`src/rtl/pwm_ctrl.sv`:
```
`default_nettype none
// ============================================================================
//  Module   : pwm_ctrl
//  Function : Sequencing controller for the PWM output comparator. Keeps a
//             shadow configuration, applies it to the active set on a period
//             boundary (or at once while stopped), runs the prescaled period
//             counter and drives the comparator enable.
//  Options  : PWM_CTRL_ONESHOT_EN - adds a mode register (address 5, bit 0)
//             selecting one-shot operation that ends with 'done'.
//  Revision : 1.0 - initial release
// ============================================================================
module pwm_ctrl #(
    parameter int CNT_W   = 16,
    parameter int PRESC_W = 8
) (
    input  logic               clk,
    input  logic               rst,
    input  logic               en,
    input  logic               cfg_we,
    input  logic [2:0]         cfg_addr,
    input  logic [CNT_W-1:0]   cfg_wdata,
    input  logic               commit,
    output logic [CNT_W-1:0]   period_o,
    output logic [CNT_W-1:0]   compare1_o,
    output logic [CNT_W-1:0]   compare2_o,
    output logic [7:0]         functions_o,
    output logic [CNT_W-1:0]   count_val,
    output logic               pwm_en_o,
    output logic               period_tick,
    output logic               commit_pending,
    output logic               done
);

    localparam logic [2:0]         C_ADDR_PERIOD = 3'd0;
    localparam logic [2:0]         C_ADDR_CMP1   = 3'd1;
    localparam logic [2:0]         C_ADDR_CMP2   = 3'd2;
    localparam logic [2:0]         C_ADDR_FUNC   = 3'd3;
    localparam logic [2:0]         C_ADDR_PRESC  = 3'd4;
    localparam logic [CNT_W-1:0]   C_CNT_ONE     = 1;
    localparam logic [PRESC_W-1:0] C_PRESC_ONE   = 1;

    // Shadow set (written by the host, invisible to the comparator)
    logic [CNT_W-1:0]   r_sh_period;
    logic [CNT_W-1:0]   r_sh_cmp1;
    logic [CNT_W-1:0]   r_sh_cmp2;
    logic [7:0]         r_sh_func;
    logic [PRESC_W-1:0] r_sh_presc;

    // Active set (what the comparator and counter use)
    logic [CNT_W-1:0]   r_act_period;
    logic [CNT_W-1:0]   r_act_cmp1;
    logic [CNT_W-1:0]   r_act_cmp2;
    logic [7:0]         r_act_func;
    logic [PRESC_W-1:0] r_act_presc;

    // Counter and sequencing state
    logic [PRESC_W-1:0] r_presc;
    logic [CNT_W-1:0]   r_count;
    logic               r_period_tick;
    logic               r_pending;
    logic               r_pwm_en;

    logic               w_tick;
    logic               w_wrap;
    logic               w_apply;
    logic               w_done;
    logic               w_done_next;

    // A counter step happens when the prescaler reaches its terminal value;
    // while one-shot has finished the counter is idle and never steps.
    assign w_tick  = en & ~w_done & (r_presc == r_act_presc);
    assign w_wrap  = w_tick & (r_count == r_act_period);
    // Apply a pending commit at the wrap edge, or immediately when idle.
    assign w_apply = r_pending & (~en | w_wrap | w_done);

`ifdef PWM_CTRL_ONESHOT_EN
    logic r_sh_mode;
    logic r_act_mode;
    logic r_done;

    // Mode bit: shadow write and commit-time copy into the active set
    always_ff @(posedge clk) begin
        if (rst) begin
            r_sh_mode  <= 1'b0;
            r_act_mode <= 1'b0;
        end else begin
            if (cfg_we && (cfg_addr == 3'd5)) begin
                r_sh_mode <= cfg_wdata[0];
            end
            if (w_apply) begin
                r_act_mode <= r_sh_mode;
            end
        end
    end

    // One-shot finishes at the first wrap; only en going low re-arms it.
    always_comb begin
        w_done_next = r_done;
        if (!en) begin
            w_done_next = 1'b0;
        end else if (w_wrap && r_act_mode) begin
            w_done_next = 1'b1;
        end
    end

    // Done flag register
    always_ff @(posedge clk) begin
        if (rst) begin
            r_done <= 1'b0;
        end else begin
            r_done <= w_done_next;
        end
    end

    assign w_done = r_done;
`else
    assign w_done_next = 1'b0;
    assign w_done      = 1'b0;
`endif

    // Shadow register writes
    always_ff @(posedge clk) begin
        if (rst) begin
            r_sh_period <= '0;
            r_sh_cmp1   <= '0;
            r_sh_cmp2   <= '0;
            r_sh_func   <= '0;
            r_sh_presc  <= '0;
        end else if (cfg_we) begin
            case (cfg_addr)
                C_ADDR_PERIOD: r_sh_period <= cfg_wdata;
                C_ADDR_CMP1:   r_sh_cmp1   <= cfg_wdata;
                C_ADDR_CMP2:   r_sh_cmp2   <= cfg_wdata;
                C_ADDR_FUNC:   r_sh_func   <= cfg_wdata[7:0];
                C_ADDR_PRESC:  r_sh_presc  <= cfg_wdata[PRESC_W-1:0];
                default: ;
            endcase
        end
    end

    // Active set load from the pre-edge shadow contents
    always_ff @(posedge clk) begin
        if (rst) begin
            r_act_period <= '0;
            r_act_cmp1   <= '0;
            r_act_cmp2   <= '0;
            r_act_func   <= '0;
            r_act_presc  <= '0;
        end else if (w_apply) begin
            r_act_period <= r_sh_period;
            r_act_cmp1   <= r_sh_cmp1;
            r_act_cmp2   <= r_sh_cmp2;
            r_act_func   <= r_sh_func;
            r_act_presc  <= r_sh_presc;
        end
    end

    // Prescaler and period counter; stopped or finished means held at zero
    always_ff @(posedge clk) begin
        if (rst) begin
            r_presc <= '0;
            r_count <= '0;
        end else if (!en || w_done) begin
            r_presc <= '0;
            r_count <= '0;
        end else if (w_tick) begin
            r_presc <= '0;
            r_count <= w_wrap ? '0 : (r_count + C_CNT_ONE);
        end else begin
            r_presc <= r_presc + C_PRESC_ONE;
        end
    end

    // Registered status: wrap pulse, comparator enable, commit pending
    always_ff @(posedge clk) begin
        if (rst) begin
            r_period_tick <= 1'b0;
            r_pwm_en      <= 1'b0;
            r_pending     <= 1'b0;
        end else begin
            r_period_tick <= w_wrap;
            r_pwm_en      <= en & ~w_done_next;
            // A commit arriving in the application cycle re-arms the request.
            r_pending     <= w_apply ? commit : (r_pending | commit);
        end
    end

    assign period_o       = r_act_period;
    assign compare1_o     = r_act_cmp1;
    assign compare2_o     = r_act_cmp2;
    assign functions_o    = r_act_func;
    assign count_val      = r_count;
    assign pwm_en_o       = r_pwm_en;
    assign period_tick    = r_period_tick;
    assign commit_pending = r_pending;
    assign done           = w_done;

endmodule
`default_nettype wire

```
`config.mk`:
```
export PLATFORM = sky130hd
export DESIGN_NAME = pwm_ctrl
export DESIGN_NICKNAME = d
export VERILOG_FILES = /design/src/rtl/pwm_ctrl.sv
export SDC_FILE = /design/constraint.sdc
export NUM_CORES = 1
export LEC_CHECK = 0
export CAP_MARGIN = 25
export CELL_PAD_IN_SITES_DETAIL_PLACEMENT = 0
export CELL_PAD_IN_SITES_GLOBAL_PLACEMENT = 2
export CORE_MARGIN = 1.5
export CORE_UTILIZATION = 32
export DETAILED_ROUTE_END_ITERATION = 8
export HOLD_SLACK_MARGIN = 0.15
export PLACE_DENSITY_LB_ADDON = 0.12
export SYNTH_ARGS = -nofsm -noshare
export SYNTH_HDL_FRONTEND = slang
export SYNTH_SLANG_ARGS = --single-unit
```
`constraint.sdc`:
```
create_clock -name clk -period 2.92 [get_ports clk]
set_clock_uncertainty 0.1 [all_clocks]
set_input_delay 0.292 -clock clk [delete_from_list [all_inputs] [get_ports clk]]
set_output_delay 0.292 -clock clk [all_outputs]
set_load 0.01 [all_outputs]
```
**Run 1: ports around the boundary**

(2 px per um) Pins as bars across the die edge, other pins in grey.
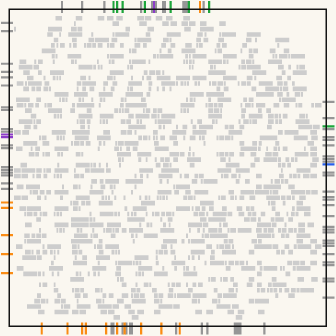
Key: cfg_addr = purple [pins 3, direction input, edge 2 left, 1 top]; compare1_o = orange [pins 16, direction output, edge 10 bottom, 5 left, 1 top]; commit = blue [pins 1, direction input, edge right]; functions_o = green [pins 8, direction output, edge 7 top, 1 right]
All pins by edge: 30 right, 25 left, 24 bottom, 21 top.
IO Port Bufs: 98
Die Ht: 158 um
die width: 158 um

**Run 1: signal wires by layer**

(2 px per um)
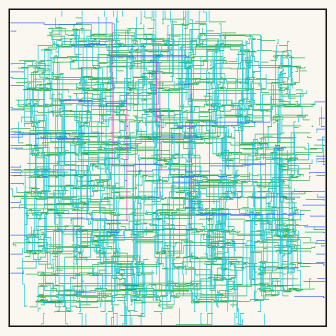
Key: metal 1 = green [wire length 12300 um]; metal 4 = magenta [wire length 489 um]; metal 2 = cyan [wire length 11900 um]; metal 3 = blue [wire length 1180 um]

==> flow_metrics.py, run 1 <==
# Auto-generated metrics
metrics = {
    "global_route": {
        "grt_pass1_vias": 6790,
        "grt_busiest_layer": "met2",
        "track_usage_pct": 21.2,
        "grt_max_degree": 138,
        "antenna_found_initial": 0,
        "met1_usage_pct": 29.0,
    },
    "layout": {
        "num-nonclk-inverters": 5,
        "final_core_utilization_pct": 40.7,
        "fin_cells": 1364,
        "layout.nets": 1059,
        "n_all_buffers": 133,
        "drive_gt1_share_pct": 7.18,
        "clockNetworkAreaShare_pct": 6.03,
        "final_area_mm2": 0.00955,
        "logic_area_mm2": 0.00414,
        "seq_cells": 155,
        "regArea_mm2": 0.00311,
        "n_fill_cell": 2411,
    },
    "setup_path": {
        "rrSetupSlack_ns": 0.30,
        "crit_cells": 6,
        "cp-end-kind": "register",
        "rr_worst_depth": 6,
        "endpoint": "count_val[1]$_SDFFE_PP0P_",
        "crit_chain": "xnor2_1, nand4_1, or3_2, buf_12, o21ai_2, nor2_1",
    },
    "synthesis": {
        "xor_area_share_pct": 3.77,
        "ys.warnings.count": 0,
        "synthArstFlopShare_pct": 0,
        "synth.yosys.seq_area_share_pct": 40.5,
        "ys_sh_simple_pct": 30.8,
        "ys_cells": 984,
        "synthTopLogicFamily": "simple AND/OR/NAND/NOR gates",
        "most_common_cell": "nand2_1",
        "ys_ff": 155,
    },
    "pwr": {
        "p_leak_nw": 2.86,
        "clkPwrFrac_pct": 44.5,
        "pwr-share-comb_pct": 11.8,
        "p_sw_share_pct": 27.9,
        "powerSeq_mw": 2.19,
        "vdd_drop_max_mv": 0.292,
    },
    "sta": {
        "max_freq_mhz": 381,
        "hold_violations": 0,
        "holdWs_ns": 0.270,
        "final-max-slew-violation-count": 0,
        "slew_headroom_pct": 37.9,
        "rsz0062_at_grt": "false",
        "tightest_slew_ns": 0.932,
    },
    "outcome": {
        "status": "completed",
    },
    "detailed_routing": {
        "ant_nets": 0,
        "drt_iter0_markers": 449,
        "wl_um": 25900,
    },
    "die": {
        "ios": 100,
    },
    "placement": {
        "place_hpwl_um": 15700,
        "place_inst": 1333,
    },
    "run": {
        "maxCapViolCount": 0,
    },
    "clock_tree": {
        "clockRootBuffer": "clkbuf_16",
        "post_cts_resized": 0,
        "cts_hold_buffers": 0,
        "postCtsSetupRepairBufs": 0,
    },
}
**Run 1: placement by cell class**

(2 px per um)
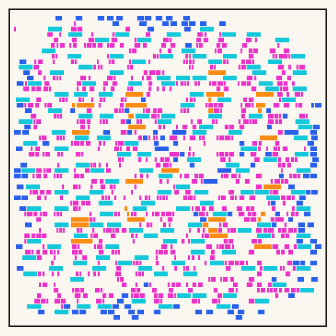
Key: clock drivers and dummy loads = orange [cells 31, share of their area 6.3%]; sequential cells = cyan [cells 155, share of their area 34%]; remaining buffers and delay cells = blue [cells 133, share of their area 14%]; combinational and other logic = magenta [cells 726, share of their area 46%]

**Run 1: clock nets**

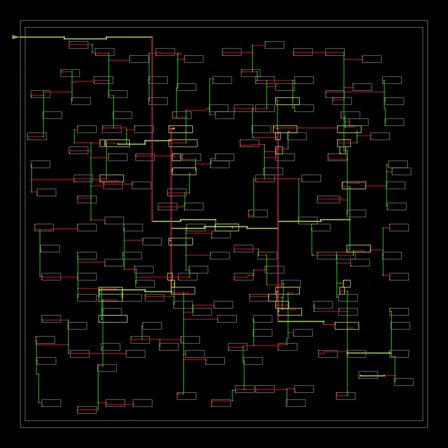
CTS buffer count: 17
Clock Sinks: 155
clkbuf count: 20
Late-Pin Clk Latency: 0.43 ns
Clk power: 2.23 mW

[run 1: layer usage]
layer / vias to the layer above / wire, um
li1: 3689 / -
met1: 3511 / 12300
met2: 180 / 11900
met3: 24 / 1180
met4: 0 / 488
met5: - / 0
[run 1: state kept, by name (all words and copies together), names as in the netlist]
| name | flops |
|---|---|
| r_presc | 8 |
| period_tick | 1 |
| r_sh_period | 16 |
| period_o | 16 |
| pwm_en_o | 1 |
| compare1_o | 16 |
| r_sh_presc | 8 |
| r_sh_cmp1 | 16 |
| count_val | 16 |
| functions_o | 8 |
| r_act_presc | 8 |
| r_sh_func | 8 |
| commit_pending | 1 |
| compare2_o | 16 |
| r_sh_cmp2 | 16 |
==> run 2: changes to the inputs <==
- CAP_MARGIN: 25 -> 20
**Run 2: cell density map**

(2 px per um) The die is cut into 16 by 16 equal tiles; black is low, pale yellow is high, 0 to 100% covered.
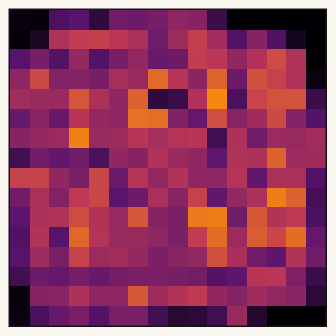
5.1% of the tiles are nearly empty. The fullest tile reaches 74%. The mean over all tiles is 37%.
core area: 0.0235 mm2
Starting Density: 32.7%
Finished Core Util: 40.7%

**Run 2: placement by cell class**

(2 px per um)
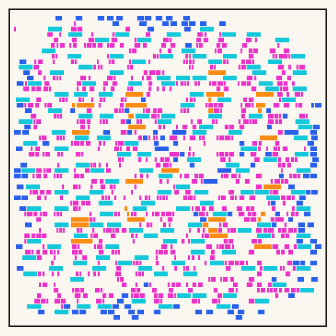
Key: sequential cells = cyan [cells 155, share of their area 34%]; clock drivers and dummy loads = orange [cells 31, share of their area 6.3%]; combinational and other logic = magenta [cells 726, share of their area 46%]; remaining buffers and delay cells = blue [cells 133, share of their area 14%]
cell area after layout: 0.00955 mm2
Cell Rows: 56
sequential fraction of total cell area: 32.5%

==> flow_metrics.py, run 2 <==
# Auto-generated metrics
metrics = {
    "synthesis": {
        "synthTopLogicFamily": "simple AND/OR/NAND/NOR gates",
        "ys_sh_simple_pct": 30.8,
        "fp_nets": 1010,
        "synthArstFlopShare_pct": 0,
        "ys_ff": 155,
        "synth.yosys.seq_area_share_pct": 40.5,
        "xor_area_share_pct": 3.77,
        "ys.warnings.count": 0,
        "avgSynthCellArea_um2": 7.79,
        "synth.distinct_cells": 38,
        "ys_cells": 984,
        "most_common_cell": "nand2_1",
        "common_cells": "265 x nand2_1, 155 x dfxtp_1, 85 x clkbuf_1",
        "netlist_area_mm2": 0.00767,
        "ff_type": "dfxtp_1",
    },
    "setup_path": {
        "crit_cells": 6,
        "crit_start": "r_presc[3]$_SDFF_PP0_",
        "cp-end-kind": "register",
        "path_delay_family": "simple AND/OR/NAND/NOR gates",
        "critPathBufInv": 1,
        "r2r-end": "count_val[1]$_SDFFE_PP0P_",
        "crit_path_start_kind": "register",
        "rr_worst_depth": 6,
        "endpoint": "count_val[1]$_SDFFE_PP0P_",
        "critPathKind": "reg -> reg",
        "crit_chain": "xnor2_1, nand4_1, or3_2, buf_12, o21ai_2, nor2_1",
        "worst_r2r_startpoint": "r_presc[3]$_SDFF_PP0_",
        "cp.required_ns": 3.10,
        "rrSetupSlack_ns": 0.30,
    },
    "layout": {
        "num_antenna_cells": 0,
        "n_fill_cell": 2411,
        "fin_cells": 1364,
        "regArea_mm2": 0.00311,
        "nClkBuffers": 20,
        "num-nonclk-inverters": 5,
        "n_all_buffers": 133,
        "buf_share_pct": 13.6,
        "seq_cells": 155,
        "comb-cell-share_pct": 43.4,
        "drive_gt1_share_pct": 7.18,
        "logic_area_mm2": 0.00414,
        "clockNetworkAreaShare_pct": 6.03,
        "layout.nets": 1059,
    },
    "clock_tree": {
        "cts_hold_buffers": 0,
        "worstSkewPairLatency_ns": 0.43,
        "postCtsSetupRepairBufs": 0,
        "cts_buffers": 17,
        "post_cts_resized": 0,
        "cts.sinks": 155,
        "clockRootBuffer": "clkbuf_16",
    },
    "global_route": {
        "grt_max_degree": 138,
        "antenna_found_initial": 0,
        "grt_pass1_vias": 6790,
        "track_usage_pct": 21.2,
    },
    "sta": {
        "hold_violations": 0,
        "slew_headroom_pct": 37.9,
        "final-max-slew-violation-count": 0,
        "holdWs_ns": 0.270,
        "rsz0062_at_grt": "false",
        "setup_ws_ns": 0.299,
        "tightest_slew_ns": 0.932,
        "finalClockPeriodUsage_pct": 89.8,
        "max_freq_mhz": 381,
    },
    "placement": {
        "place_congestion": 0.733,
        "placement.cell_area_mm2": 0.00897,
        "place_hpwl_um": 15700,
        "place_inst": 1333,
        "portBuffers": 98,
    },
    "worst_hold_path": {
        "hold_path_depth": 5,
        "holdCritStartpoint": "en",
    },
    "pwr": {
        "p_total_mw": 5.01,
        "vdd_drop_max_mv": 0.292,
        "power.density_mw_per_mm2": 525,
        "p_leak_nw": 2.86,
    },
    "detailed_routing": {
        "drt_iter0_markers": 449,
        "ant_nets": 0,
        "wl_um": 25900,
    },
    "die": {
        "ios": 100,
        "chipHeight_um": 158,
        "die_w_um": 158,
    },
    "run": {
        "maxCapViolCount": 0,
    },
    "outcome": {
        "status": "completed",
    },
}
==> run 2: cell counts after synthesis <==
Identical to the previous run, type by type.
==> run 2: power breakdown <==
part	internal (mW)	leakage, nW	switching, mW
clock	1.30	0.282	0.931
combinational	0.165	1.33	0.425
sequential	2.15	1.25	0.0418
total	3.61	2.86	1.40
==> run 2: per-layer routing <==
| metal | routed length [um] | track usage (%) |
|---|---|---|
| met1 | 12300 | 29.0 |
| met2 | 11900 | 34.2 |
| met3 | 1180 | 3.45 |
| met4 | 488 | 6.51 |
| met5 | 0 | 0 |
==> run 3: changes to the inputs <==
- SETUP_SLACK_MARGIN: not set -> 0.05
- SKIP_LAST_GASP: not set -> 1
**Run 3: ports around the boundary**

(2 px per um) Pins as bars across the die edge, other pins in grey.
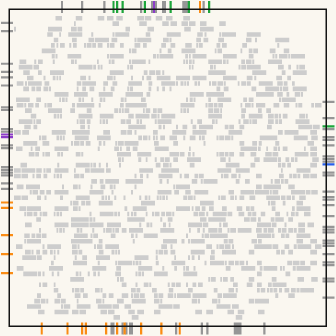
Key: commit = blue [pins 1, direction input, edge right]; functions_o = green [pins 8, direction output, edge 7 top, 1 right]; cfg_addr = purple [pins 3, direction input, edge 2 left, 1 top]; compare1_o = orange [pins 16, direction output, edge 10 bottom, 5 left, 1 top]

==> flow_metrics.py, run 3 <==
# Auto-generated metrics
metrics = {
    "outcome": {
        "status": "completed",
    },
    "setup_path": {
        "crit_cells": 6,
        "rrSetupSlack_ns": 0.30,
        "path_delay_family": "simple AND/OR/NAND/NOR gates",
        "cp.required_ns": 3.10,
        "critPathKind": "reg -> reg",
        "worst_r2r_startpoint": "r_presc[3]$_SDFF_PP0_",
        "critPathBufInv": 1,
        "crit_path_start_kind": "register",
        "endpoint": "count_val[1]$_SDFFE_PP0P_",
        "rr_worst_depth": 6,
    },
    "sta": {
        "max_freq_mhz": 381,
        "holdWs_ns": 0.270,
        "finalClockPeriodUsage_pct": 89.8,
    },
    "clock_tree": {
        "cts_buffers": 17,
        "postCtsSetupRepairBufs": 0,
        "worstSkewPairLatency_ns": 0.43,
        "cts.sinks": 155,
    },
    "layout": {
        "seq_share_pct": 32.5,
        "clockNetworkAreaShare_pct": 6.03,
        "comb-cell-share_pct": 43.4,
        "layout.nets": 1059,
        "fin_cells": 1364,
        "n_fill_cell": 2411,
        "final_area_mm2": 0.00955,
        "logic_area_mm2": 0.00414,
    },
    "pwr": {
        "comb-power_uw": 590,
        "p_int_mw": 3.61,
        "powerSeq_mw": 2.19,
        "p_leak_nw": 2.86,
        "p_switching_mw": 1.40,
        "powerClk_mw": 2.23,
        "sequentialPowerShare_pct": 43.7,
    },
    "synthesis": {
        "common_cells": "265 x nand2_1, 155 x dfxtp_1, 85 x clkbuf_1",
        "ys_ff": 155,
        "netlist_area_mm2": 0.00767,
        "fp_nets": 1010,
        "ys.warnings.count": 0,
        "synth.yosys.seq_area_share_pct": 40.5,
        "synthArstFlopShare_pct": 0,
    },
    "global_route": {
        "grt_pass1_vias": 6790,
        "antenna_found_initial": 0,
    },
    "die": {
        "die_w_um": 158,
        "fp-row-count": 56,
        "fp-utilization_pct": 32.7,
    },
    "placement": {
        "portBuffers": 98,
        "place_congestion": 0.733,
        "placement.cell_area_mm2": 0.00897,
    },
    "detailed_routing": {
        "wl_um": 25900,
        "drt_iter0_markers": 449,
        "ant_nets": 0,
    },
    "worst_hold_path": {
        "hold_path_depth": 5,
    },
}
**Run 3: clock nets**

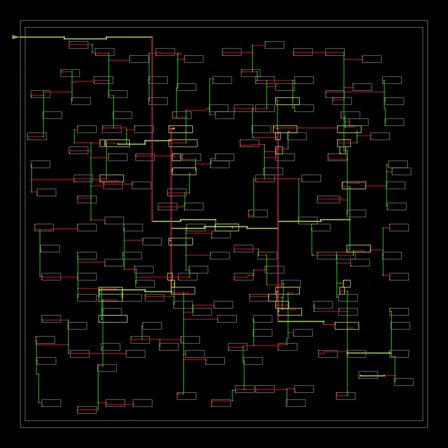
registers: 155

run 3: cell counts after synthesis:
Identical to the previous run, type by type.
run 3: layer usage:
| metal | part of all wire, % | vias to the layer above | global-route usage, % |
|---|---|---|---|
| met4 | 1.9 | 0 | 6.51 |
| met2 | 46 | 180 | 34.2 |
| met1 | 48 | 3511 | 29.0 |
| li1 | - | 3689 | - |
| met5 | 0 | - | 0 |
| met3 | 4.6 | 24 | 3.45 |
run 3: logic make-up (layout without fill, tap and decap cells):
logic type	count (synthesis)	count (layout)	share of synthesized area [%]
other	1	1	0.0489
buffers and inverters	108	169	5.65
XOR/XNOR	33	33	3.77
AND/OR/NAND/NOR	464	464	30.8
adder cells (fa/ha/maj)	2	2	0.326
flip-flops	155	155	40.5
AND-OR/OR-AND	221	221	18.9
Power is estimated from default activity; no workload was simulated.
